==> run_1/metal_stack.png <==
The bar under the picture is 20 um long.
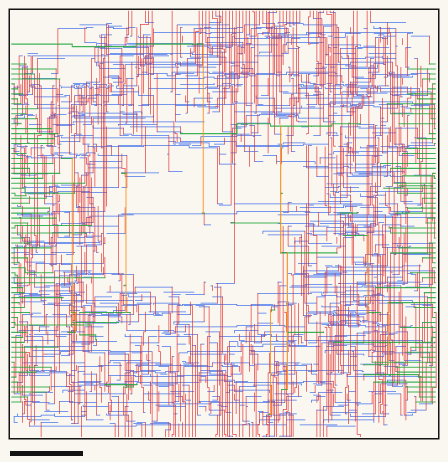
==> run_1/met3.png <==
The bar under the picture is 20 um long.
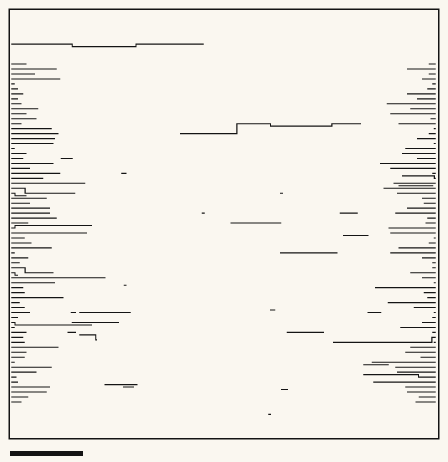
==> run_1/met4.png <==
Supply wires on this layer in grey. Cells faint in the background.
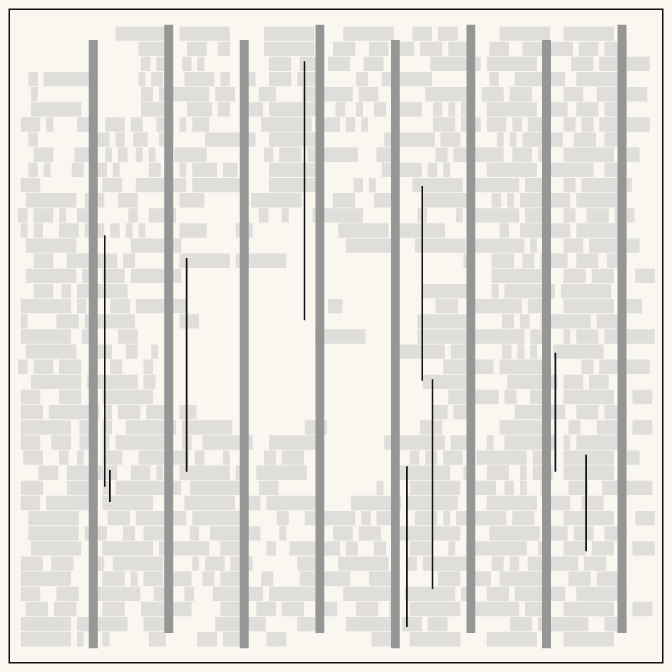
**config.mk**
```make
export PLATFORM = sky130hd
export DESIGN_NAME = dm_port_arbiter
export DESIGN_NICKNAME = d
export VERILOG_FILES = /design/src/rtl/dm_port_arbiter.sv
export SDC_FILE = /design/constraint.sdc
export NUM_CORES = 1
export LEC_CHECK = 0
export CELL_PAD_IN_SITES_DETAIL_PLACEMENT = 1
export CELL_PAD_IN_SITES_GLOBAL_PLACEMENT = 1
export CORE_MARGIN = 1
export CORE_UTILIZATION = 49
export DETAILED_ROUTE_END_ITERATION = 8
export DONT_BUFFER_PORTS = 1
export GPL_ROUTABILITY_DRIVEN = 0
export PLACE_DENSITY = 0.88
export SYNTH_ARGS = -nofsm -noshare
export SYNTH_HDL_FRONTEND = slang
export SYNTH_SLANG_ARGS = --single-unit
```
**constraint.sdc**
```tcl
create_clock -name clk -period 5.8 [get_ports clk]
set_input_delay 1.16 -clock clk [delete_from_list [all_inputs] [get_ports clk]]
set_output_delay 1.16 -clock clk [all_outputs]
set_load 0.02 [all_outputs]
```
**src/rtl/dm_port_arbiter.sv**
```systemverilog
// Arbitrates dm_1k between CPU and external ports; partial writes become read-modify-write.
// Config macro DM_ARB_RR_EN: round-robin on contention (default fixed CPU priority). Latency rd 2 / full wr 2 / partial wr 3 / be=0 1.
module dm_port_arbiter #(
   parameter int AW = 10,
   parameter int DW = 32
) (
   input  logic          clk,
   input  logic          rst,
   input  logic          cpu_req,
   input  logic          cpu_we,
   input  logic [DW/8-1:0] cpu_be,
   input  logic [AW-1:0] cpu_addr,
   input  logic [DW-1:0] cpu_wdata,
   output logic [DW-1:0] cpu_rdata,
   output logic          cpu_ack,
   input  logic          ext_req,
   input  logic          ext_we,
   input  logic [DW/8-1:0] ext_be,
   input  logic [AW-1:0] ext_addr,
   input  logic [DW-1:0] ext_wdata,
   output logic [DW-1:0] ext_rdata,
   output logic          ext_ack,
   output logic [AW-1:0] dm_addr,
   output logic [DW-1:0] dm_din,
   output logic          dm_we,
   input  logic [DW-1:0] dm_dout
);
   localparam int NB = DW / 8;
   localparam logic GNT_CPU = 1'b0;
   localparam logic GNT_EXT = 1'b1;

   typedef enum logic [1:0] {S_IDLE, S_RD, S_WR, S_ACK} state_t;
   state_t r_state, w_next;

   logic          r_owner;
   logic          r_we;
   logic          r_last_gnt;
   logic [NB-1:0] r_be;
   logic [AW-3:0] r_addr;
   logic [DW-1:0] r_wdata;
   logic [DW-1:0] r_rbuf;
   logic [DW-1:0] r_cpu_rdata;
   logic [DW-1:0] r_ext_rdata;

   logic          w_any_req;
   logic          w_pick_ext;
   logic          w_sel_we;
   logic [NB-1:0] w_sel_be;
   logic [AW-3:0] w_sel_addr;
   logic [DW-1:0] w_sel_wdata;
   logic          w_unused;

   // Byte offset is dropped (word access); last_gnt is only consulted in the round-robin build.
   assign w_unused  = ^{cpu_addr[1:0], ext_addr[1:0], r_last_gnt};
   assign w_any_req = cpu_req | ext_req;

   always_comb begin
      w_pick_ext = 1'b0;
`ifdef DM_ARB_RR_EN
      if (cpu_req && ext_req)
         w_pick_ext = (r_last_gnt == GNT_CPU);
      else
         w_pick_ext = ext_req;
`else
      w_pick_ext = ext_req && !cpu_req;
`endif
   end

   assign w_sel_we    = w_pick_ext ? ext_we    : cpu_we;
   assign w_sel_be    = w_pick_ext ? ext_be    : cpu_be;
   assign w_sel_addr  = w_pick_ext ? ext_addr[AW-1:2] : cpu_addr[AW-1:2];
   assign w_sel_wdata = w_pick_ext ? ext_wdata : cpu_wdata;

   always_comb begin
      w_next = r_state;
      case (r_state)
         S_IDLE: begin
            if (w_any_req) begin
               if (!w_sel_we)
                  w_next = S_RD;
               else if (w_sel_be == {NB{1'b1}})
                  w_next = S_WR;
               else if (w_sel_be == '0)
                  w_next = S_ACK;
               else
                  w_next = S_RD;
            end
         end
         S_RD:    w_next = r_we ? S_WR : S_ACK;
         S_WR:    w_next = S_ACK;
         S_ACK:   w_next = S_IDLE;
         default: w_next = S_IDLE;
      endcase
   end

   // Lanes not enabled are refilled from the word read in RD.
   always_comb begin
      dm_din = '0;
      if (r_state == S_WR) begin
         for (int i = 0; i < NB; i++)
            dm_din[8*i +: 8] = r_be[i] ? r_wdata[8*i +: 8] : r_rbuf[8*i +: 8];
      end
   end

   assign dm_we     = (r_state == S_WR);
   assign dm_addr   = {r_addr, 2'b00};
   assign cpu_ack   = (r_state == S_ACK) && (r_owner == GNT_CPU);
   assign ext_ack   = (r_state == S_ACK) && (r_owner == GNT_EXT);
   assign cpu_rdata = r_cpu_rdata;
   assign ext_rdata = r_ext_rdata;

   always_ff @(posedge clk or posedge rst) begin
      if (rst) begin
         r_state     <= S_IDLE;
         r_owner     <= GNT_CPU;
         r_we        <= 1'b0;
         r_last_gnt  <= GNT_EXT;
         r_be        <= '0;
         r_addr      <= '0;
         r_wdata     <= '0;
         r_rbuf      <= '0;
         r_cpu_rdata <= '0;
         r_ext_rdata <= '0;
      end else begin
         r_state <= w_next;
         case (r_state)
            S_IDLE: begin
               if (w_any_req) begin
                  r_owner <= w_pick_ext;
                  r_we    <= w_sel_we;
                  r_be    <= w_sel_be;
                  r_addr  <= w_sel_addr;
                  r_wdata <= w_sel_wdata;
               end
            end
            S_RD: begin
               r_rbuf <= dm_dout;
               if (!r_we) begin
                  if (r_owner == GNT_EXT)
                     r_ext_rdata <= dm_dout;
                  else
                     r_cpu_rdata <= dm_dout;
               end
            end
            S_ACK:   r_last_gnt <= r_owner;
            default: ;
         endcase
      end
   end
endmodule
```
==> impl_metrics.yaml, run 1 <==
# physical design summary
outcome:
  status: "completed"
cts:
  cts.path.max_buffers: 2
  clock_sink_count: 144
  post_cts_buffers: 0
  clock_latency_ns: 0.41
floorplan:
  die_y_um: 117
  floorplan.rows: 41
  n_tap_cell: 172
  core_um2: 12800
detailed_routing:
  drt_iter0_drc: 170
  wl_met1_um: 6270
  drtAntennaViolNets: 0
  route.met3.wl_um: 1210
  top_layer_used: "met4"
cells_and_area:
  utilization_pct: 56.2
  layout_top_cell: "dfrtp_1"
  inverters: 4
  clock_buffers: 23
  fill_cells: 1253
  nNetsFinal: 635
  sh_seq_area_pct: 50.2
  antenna-diode-count: 0
  final_cell_mix: "dfrtp_1, mux2_2, mux2i_1, nand2_1, o21ai_0"
  buffers: 4
  comb_share_pct: 37.7
setup_path:
  critPathMaxFanout: 18
  cp_slowest_cell: "ha_1"
  worstPathRequired_ns: 4.64
  cp.depth: 4
  critical_path.top_delay_family: "adder cells"
  worst-r2r-cell-count: 5
  cp_slowest_stage_delay_ns: 0.58
  worstPathArrival_ns: 2.38
  worstPathCellList: "inv_1 > ha_1 > buf_4 > nor2b_1"
  critical_path_class: "reg -> out"
yosys:
  syn_inst: 511
  avgSynthCellArea_um2: 12.7
  synthAdderAreaFrac_pct: 0.963
  yosys_cells: 511
  synth.most_common_cell: "dfrtp_1"
  topCombFamilyByArea: "multiplexers"
  synthSimpleGateAreaFrac_pct: 7.47
  compound_area_share_pct: 4.20
  yosysTopAreaCell: "dfrtp_1"
  netlist-cell-type-count: 29
  edf_count: 0
  yosysSeqAreaShare_pct: 55.5
  common_cells: "dfrtp_1, mux2_2, mux2i_1, nand2_1, o21ai_0"
global_route:
  met3_usage_pct: 7.16
  met2_usage_pct: 43.9
  met1_usage_pct: 28.0
  grt_pass1_wl_um: 24700
sta:
  finalCriticalPeriod_ns: 3.54
  period_used_pct: 61.1
  setup_violations: 0
  finalClockSkew_ns: 0.00799
  rsz0062_at_grt: "false"
  relSlewSlack_pct: 25.8
  setup_tns_ns: 0
flow_run:
  warnings: 34
  maxCapViolCount: 0
place:
  placed_area_um2: 6580
  port-buffer-count: 0
pwr:
  power_mw: 4.75
  peakVddDrop_mv: 0.289
  power_density_nw_per_um2: 662
-- metal_stack.png (at the start) --
- met1: blue (wire length 6270 um)
- met2: red (wire length 8450 um)
- met3: green (wire length 1210 um)
- met4: orange (wire length 273 um)
Total GRT Usage: 24.5%
routed length per instance: 23.7 um

-- met3.png (at the start) --
- wire length on this layer: 1210 um
- main direction: horizontal
- share of all routed wire: 7.5%
DR vias: 3992
WL final: 16200 um

-- met4.png (at the start) --
- main direction: vertical
- wire length on this layer: 273 um

[run 1: metrics by stage]
stage	hold WS (ns)	std cells	setup WS (ns)
after floorplan	0.450	512	0.774
after global placement	0.462	653	2.71
after detailed placement	0.474	653	2.60
after CTS	0.487	685	2.19
after global routing	0.516	685	2.04
final	0.482	685	2.26
[run 1: power breakdown]
| part | total, mW | internal, mW | switching (mW) | leakage [nW] |
|---|---|---|---|---|
| Combinational | 1.40 | 0.675 | 0.728 | 1.25 |
| Clock | 1.11 | 0.700 | 0.409 | 0.295 |
| Sequential | 2.24 | 1.52 | 0.716 | 1.72 |
| Total | 4.75 | 2.90 | 1.85 | 3.27 |
==> run 2: changes to the inputs <==
==> constraint.sdc (replaced) <==
create_clock -name clk -period 3.33 [get_ports clk]
set_input_delay 0.666 -clock clk [delete_from_list [all_inputs] [get_ports clk]]
set_output_delay 0.666 -clock clk [all_outputs]
set_load 0.02 [all_outputs]
==> run_2/met3.png <==
The bar under the picture is 20 um long.
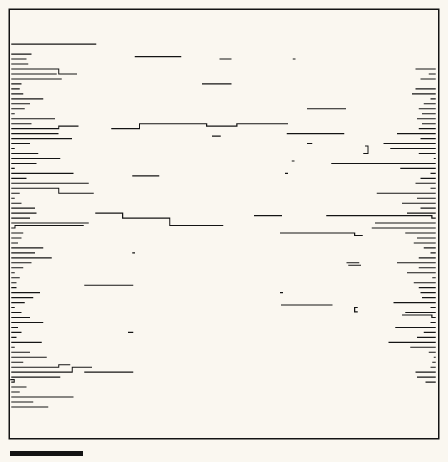
- longest straight run: 28.8 um
- share of all routed wire: 7.2%
WL final: 16200 um
DR vias: 3957
met3 Track Usage GR: 7.88%

==> impl_metrics.yaml, run 2 <==
# physical design summary
pwr:
  power_frac_seq_pct: 46.7
  p_clk_mw: 1.96
  internal_power_mw: 5.07
  power_frac_comb_pct: 29.9
  p_clk_share_pct: 23.5
  comb_cell_power_mw: 2.50
  peakVddDrop_mv: 0.575
  sw_frac_of_total_pct: 39.4
  power_mw: 8.37
  power_density_nw_per_um2: 1150
  seq_cell_power_mw: 3.90
floorplan:
  floorplan.rows: 41
  core_um2: 12800
  die_y_um: 117
setup_path:
  cp_slowest_cell: "nor2b_1"
  cp_slowest_stage_delay_ns: 0.47
  critical_path.top_delay_family: "buffers and inverters"
  cp.depth: 4
  critical_path_class: "reg -> out"
  worstPathCellList: "inv_1 > ha_1 > buf_4 > nor2b_1"
  critPathMaxFanout: 27
cells_and_area:
  nNetsFinal: 638
  sh_seq_area_pct: 49.6
  layout_top_cell: "dfrtp_1"
  buffers: 7
  comb_share_pct: 37.2
  inverters: 4
  antenna-diode-count: 0
global_route:
  met2_usage_pct: 45.1
  grtUsageTotal_pct: 24.8
  met1_usage_pct: 27.0
yosys:
  avgSynthCellArea_um2: 12.7
  netlist-cell-type-count: 29
  yosysSeqAreaShare_pct: 55.5
  yosys_cells: 511
  syn_inst: 511
detailed_routing:
  wl_met1_um: 6120
  drtAntennaViolNets: 0
  top_layer_used: "met4"
sta:
  period_used_pct: 86.1
  finalCriticalPeriod_ns: 2.87
  rsz0062_at_grt: "false"
  setup_violations: 0
  relSlewSlack_pct: 33.4
  setup_tns_ns: 0
  finalClockSkew_ns: 0.00578
outcome:
  status: "completed"
place:
  port-buffer-count: 0
  place_inst: 656
cts:
  cts.path.max_buffers: 2
  clock_latency_ns: 0.42
  clock_sink_count: 144
flow_run:
  maxCapViolCount: 0
==> run_2/met4.png <==
Supply wires on this layer in grey. Cells faint in the background.
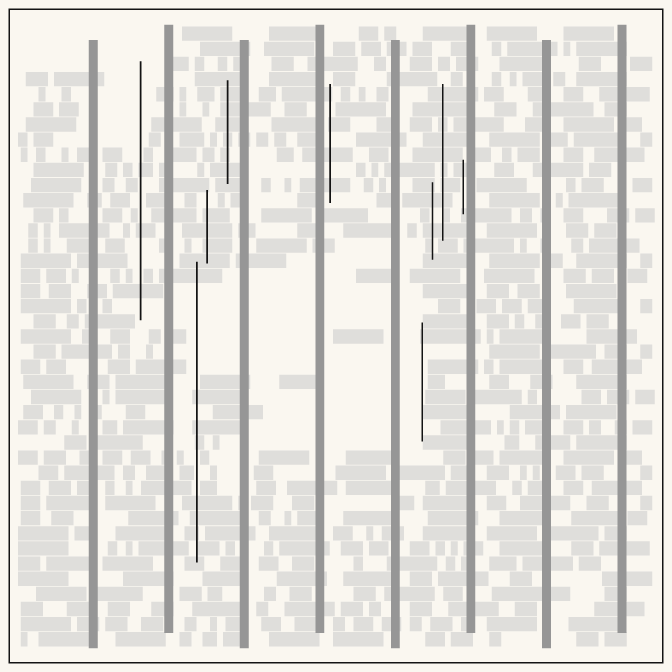
- share of all routed wire: 1.4%
- nets with wire on the layer: 5
- longest straight run: 53.7 um
- main direction: vertical

run 2: cell counts after synthesis:
No cell type changed its count.
run 2: through the flow:
stage                     worst slack, ns  util (%)  area [um^2]
final                               0.463      56.9         7270
after global routing                0.356      56.9         7270
after CTS                           0.417      56.9         7270
after detailed placement            0.934      52.0         6650
after global placement               1.04      52.0         6650
after floorplan                     0.859         -         6500
run 2: logic make-up after synthesis:
| group | synth area share (%) |
|---|---|
| multiplexers | 28.5 |
| flip-flops | 55.5 |
| AND/OR/NAND/NOR | 7.47 |
| AND-OR/OR-AND | 4.20 |
| buffers and inverters | 3.31 |
| adder cells (fa/ha/maj) | 0.963 |
| other | 0.0577 |
Power is estimated from default activity; no workload was simulated.
